==> src/rtl/knn_pkg.sv <==
// Shared widths and FSM encoding for the k-NN distance datapath.
// Pure declarations: no logic, no latency, no flow control.
package knn_pkg;

  localparam int SUM_LEN_DEF  = 10;
  localparam int LBL_LEN_DEF  = 10;
  localparam int FEAT_LEN_DEF = 8;

  typedef logic [1:0] state_t;

  localparam state_t ST_IDLE = 2'd0;
  localparam state_t ST_ACC  = 2'd1;
  localparam state_t ST_DONE = 2'd2;

endpackage

==> src/rtl/knn_dist_acc_abs_diff.sv <==
// Unsigned absolute difference |a-b| of two features.
// Purely combinational, zero latency, no flow control.
module abs_diff #(
  parameter int W = 8
) (
  input  logic [W-1:0] a_i,
  input  logic [W-1:0] b_i,
  output logic [W-1:0] d_o
);

  assign d_o = (a_i >= b_i) ? (a_i - b_i) : (b_i - a_i);

endmodule

==> src/rtl/knn_dist_acc.sv <==
// Saturating Manhattan-distance accumulator over N_FEAT feature pairs.
// out_valid one cycle after the last beat; in_ready low while the result waits for out_ready.
module knn_dist_acc
  import knn_pkg::*;
#(
  parameter int SUM_LEN  = SUM_LEN_DEF,
  parameter int LBL_LEN  = LBL_LEN_DEF,
  parameter int FEAT_LEN = FEAT_LEN_DEF,
  parameter int N_FEAT   = 4
) (
  input  logic                clk,
  input  logic                rst_n,
  input  logic                in_valid,
  output logic                in_ready,
  input  logic [FEAT_LEN-1:0] in_featq,
  input  logic [FEAT_LEN-1:0] in_featt,
  input  logic [LBL_LEN-1:0]  in_lbl,
  output logic                out_valid,
  input  logic                out_ready,
  output logic [SUM_LEN-1:0]  out_sum,
  output logic [LBL_LEN-1:0]  out_lbl
);

  localparam int CW = $clog2(N_FEAT + 1);
  // One extra bit over the wider operand so the overflow test is exact.
  localparam int EW = ((SUM_LEN > FEAT_LEN) ? SUM_LEN : FEAT_LEN) + 1;
  localparam logic [EW-1:0] SAT = (EW'(1) << SUM_LEN) - EW'(1);

  state_t              state_q, state_d;
  logic [SUM_LEN-1:0]  acc_q, acc_d;
  logic [CW-1:0]       cnt_q, cnt_d;
  logic [LBL_LEN-1:0]  lbl_q, lbl_d;
  logic                rdy_q, rdy_d;

  logic                beat;
  logic [FEAT_LEN-1:0] diff;
  logic [EW-1:0]       acc_base, acc_sum;
  logic [SUM_LEN-1:0]  acc_nxt;
  logic [CW-1:0]       cnt_inc;

  abs_diff #(.W(FEAT_LEN)) u_abs_diff (
    .a_i (in_featq),
    .b_i (in_featt),
    .d_o (diff)
  );

  assign beat     = in_valid & in_ready;
  assign acc_base = (state_q == ST_IDLE) ? '0 : EW'(acc_q);
  assign acc_sum  = acc_base + EW'(diff);
  assign acc_nxt  = (acc_sum > SAT) ? SAT[SUM_LEN-1:0] : acc_sum[SUM_LEN-1:0];
  assign cnt_inc  = cnt_q + CW'(1);

  always_comb begin
    state_d = state_q;
    acc_d   = acc_q;
    cnt_d   = cnt_q;
    lbl_d   = lbl_q;
    case (state_q)
      ST_IDLE: begin
        if (beat) begin
          acc_d   = acc_nxt;
          lbl_d   = in_lbl;
          cnt_d   = CW'(1);
          state_d = (N_FEAT == 1) ? ST_DONE : ST_ACC;
        end
      end
      ST_ACC: begin
        if (beat) begin
          acc_d = acc_nxt;
          cnt_d = cnt_inc;
          if (cnt_inc == CW'(N_FEAT)) begin
            state_d = ST_DONE;
          end
        end
      end
      ST_DONE: begin
        if (out_ready) begin
          state_d = ST_IDLE;
        end
      end
      default: state_d = ST_IDLE;
    endcase
  end

  // Registered ready stays low through reset and rises on the first edge after release.
  assign rdy_d = (state_d != ST_DONE);

  always_ff @(posedge clk or negedge rst_n) begin
    if (!rst_n) begin
      state_q <= ST_IDLE;
      acc_q   <= '0;
      cnt_q   <= '0;
      lbl_q   <= '0;
      rdy_q   <= 1'b0;
    end else begin
      state_q <= state_d;
      acc_q   <= acc_d;
      cnt_q   <= cnt_d;
      lbl_q   <= lbl_d;
      rdy_q   <= rdy_d;
    end
  end

  assign in_ready  = rdy_q;
  assign out_valid = (state_q == ST_DONE);
  assign out_sum   = acc_q;
  assign out_lbl   = lbl_q;

endmodule

==> config.mk <==
export PLATFORM = sky130hd
export DESIGN_NAME = knn_dist_acc
export DESIGN_NICKNAME = d
export VERILOG_FILES = /design/src/rtl/knn_pkg.sv /design/src/rtl/knn_dist_acc_abs_diff.sv /design/src/rtl/knn_dist_acc.sv
export SDC_FILE = /design/constraint.sdc
export NUM_CORES = 1
export LEC_CHECK = 0
export ABC_AREA = 1
export CAP_MARGIN = 40
export CORE_MARGIN = 2
export CORE_UTILIZATION = 46
export DETAILED_ROUTE_END_ITERATION = 10
export PLACE_DENSITY = 0.73
export SETUP_SLACK_MARGIN = 0.05
export SLEW_MARGIN = 20
export SYNTH_ARGS = -nofsm -noshare
export SYNTH_HDL_FRONTEND = slang
export SYNTH_SLANG_ARGS = --single-unit
==> constraint.sdc <==
create_clock -name clk -period 1.9 [get_ports clk]
set_input_delay 0.38 -clock clk [delete_from_list [all_inputs] [get_ports clk]]
set_output_delay 0.38 -clock clk [all_outputs]
set_load 0.005 [all_outputs]
==> flow_summary.yaml <==
# implementation run metrics
global_route:
  gr-max-usage-layer: "met2"
  grt_pass1_vias: 2394
  track_usage_pct: 24.50
  grtUsageMet2_pct: 45.23
  grt_max_degree: 27
  antenna_found_initial: 0
placement:
  dp_cells: 473
  dp_slack_ps: -1588
layout:
  final_cell_mix: "buf_4, nand2_1, inv_1"
  regArea_um2: 650.6
  syn_to_final_growth_pct: 67.36
  dominant_cells: "multi-input combinational cells"
  diodes: 0
critical_path:
  crit_top_cell: "nand2_4"
  critPathCapture: "out_sum[9]"
  reg2reg_setup_slack_ps: -320
  critPathMaxFanout: 5
  cp.required_ps: 2100
  setup.worst_path.start_class: "input pin"
  cp_num_buf_inv: 7
  cpLargestDelayFamily: "adder cells"
clock_tree:
  cts-resized-gates: 155
  htree_levels: 1
synth:
  ys_sh_mux_pct: 4.905
  top_cell_area_share_pct: 28.34
  syn_area_mm2: 0.002296
  top_cell: "nand2_1"
  ys_ff: 26
  ys_cells: 312
  ys_seq_share_pct: 28.34
  largest_area_cell: "dfrtp_1"
  syn_inst: 312
run_status:
  outcome: "finished with violations"
  violations: "setup timing"
floorplanning:
  initCoreUtil_pct: 48.29
  die_y_um: 74.65
  num_tap_cells: 67
sta:
  fin_setup_tns_ps: -7401
  setup_violations: 10
  relSlewSlack_pct: 72.38
  setup_ws_ps: -769.8
pwr:
  leakagePower_nw: 1.902
flow_run:
  tool_warnings: 36
==> report_power, final <==
group          internal [W]  leakage, nW  switching, W
Clock              0.000142       0.0216      0.000165
Sequential         0.000821        0.300      0.000177
Combinational       0.00219         1.58       0.00200
Total               0.00315         1.90       0.00234
==> stage by stage <==
step / utilization (%) / total power (W) / hold WS, ps / area [um^2]
floorplan: - / 0.002743 / 84.41 / 2369
global placement: 69.11 / 0.003983 / 482.4 / 3286
detailed placement: 69.11 / 0.004037 / 491.7 / 3286
CTS: 78.24 / 0.005012 / 486.6 / 3720
global route: 80.82 / 0.005939 / 502.3 / 3842
finish: 80.82 / 0.005492 / 475.4 / 3842
Routed clock nets over the placement:
(6 px per um)
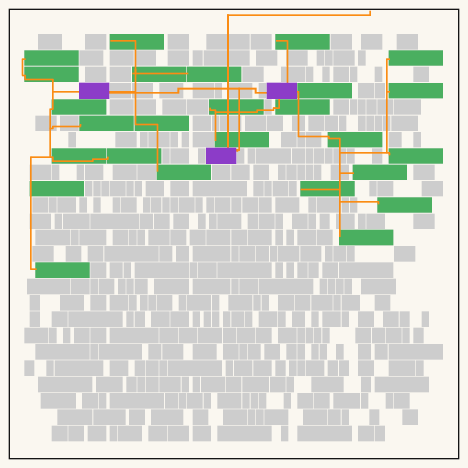
Key: flip-flops = green [count 26]; clock wires = orange [length 320 um]; cells driving clock nets = purple [count 3]
There are 4 routed clock nets.
Latency at later pin: 270 ps
P_clk: 0.000308 W
Layout Skew: 1.277 ps

The clock network:
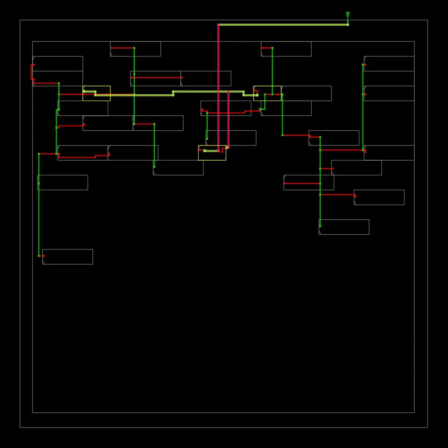
flip-flops: 26
clock sinks: 26
TritonCTS Buffers: 3
CLK BUF: 3

Placement by cell class:
(4 px per um) Fill, decap, tap and diode cells in grey.
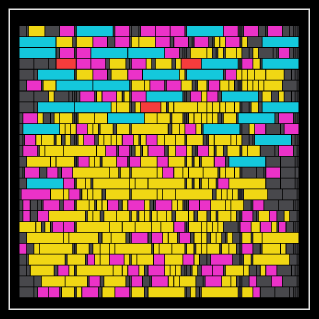
Key: cells driving clock nets = red [cells 3, share of their area 1.1%]; flops = cyan [cells 26, share of their area 17%]; other buffers and delay cells = magenta [cells 111, share of their area 26%]; all other logic = yellow [cells 285, share of their area 56%]
Core Util, Final: 80.82%
sequential cell area share: 16.93%
area of the core: 0.004755 mm^2

Power figures rest on the tool's default switching activity, not on a simulated workload.
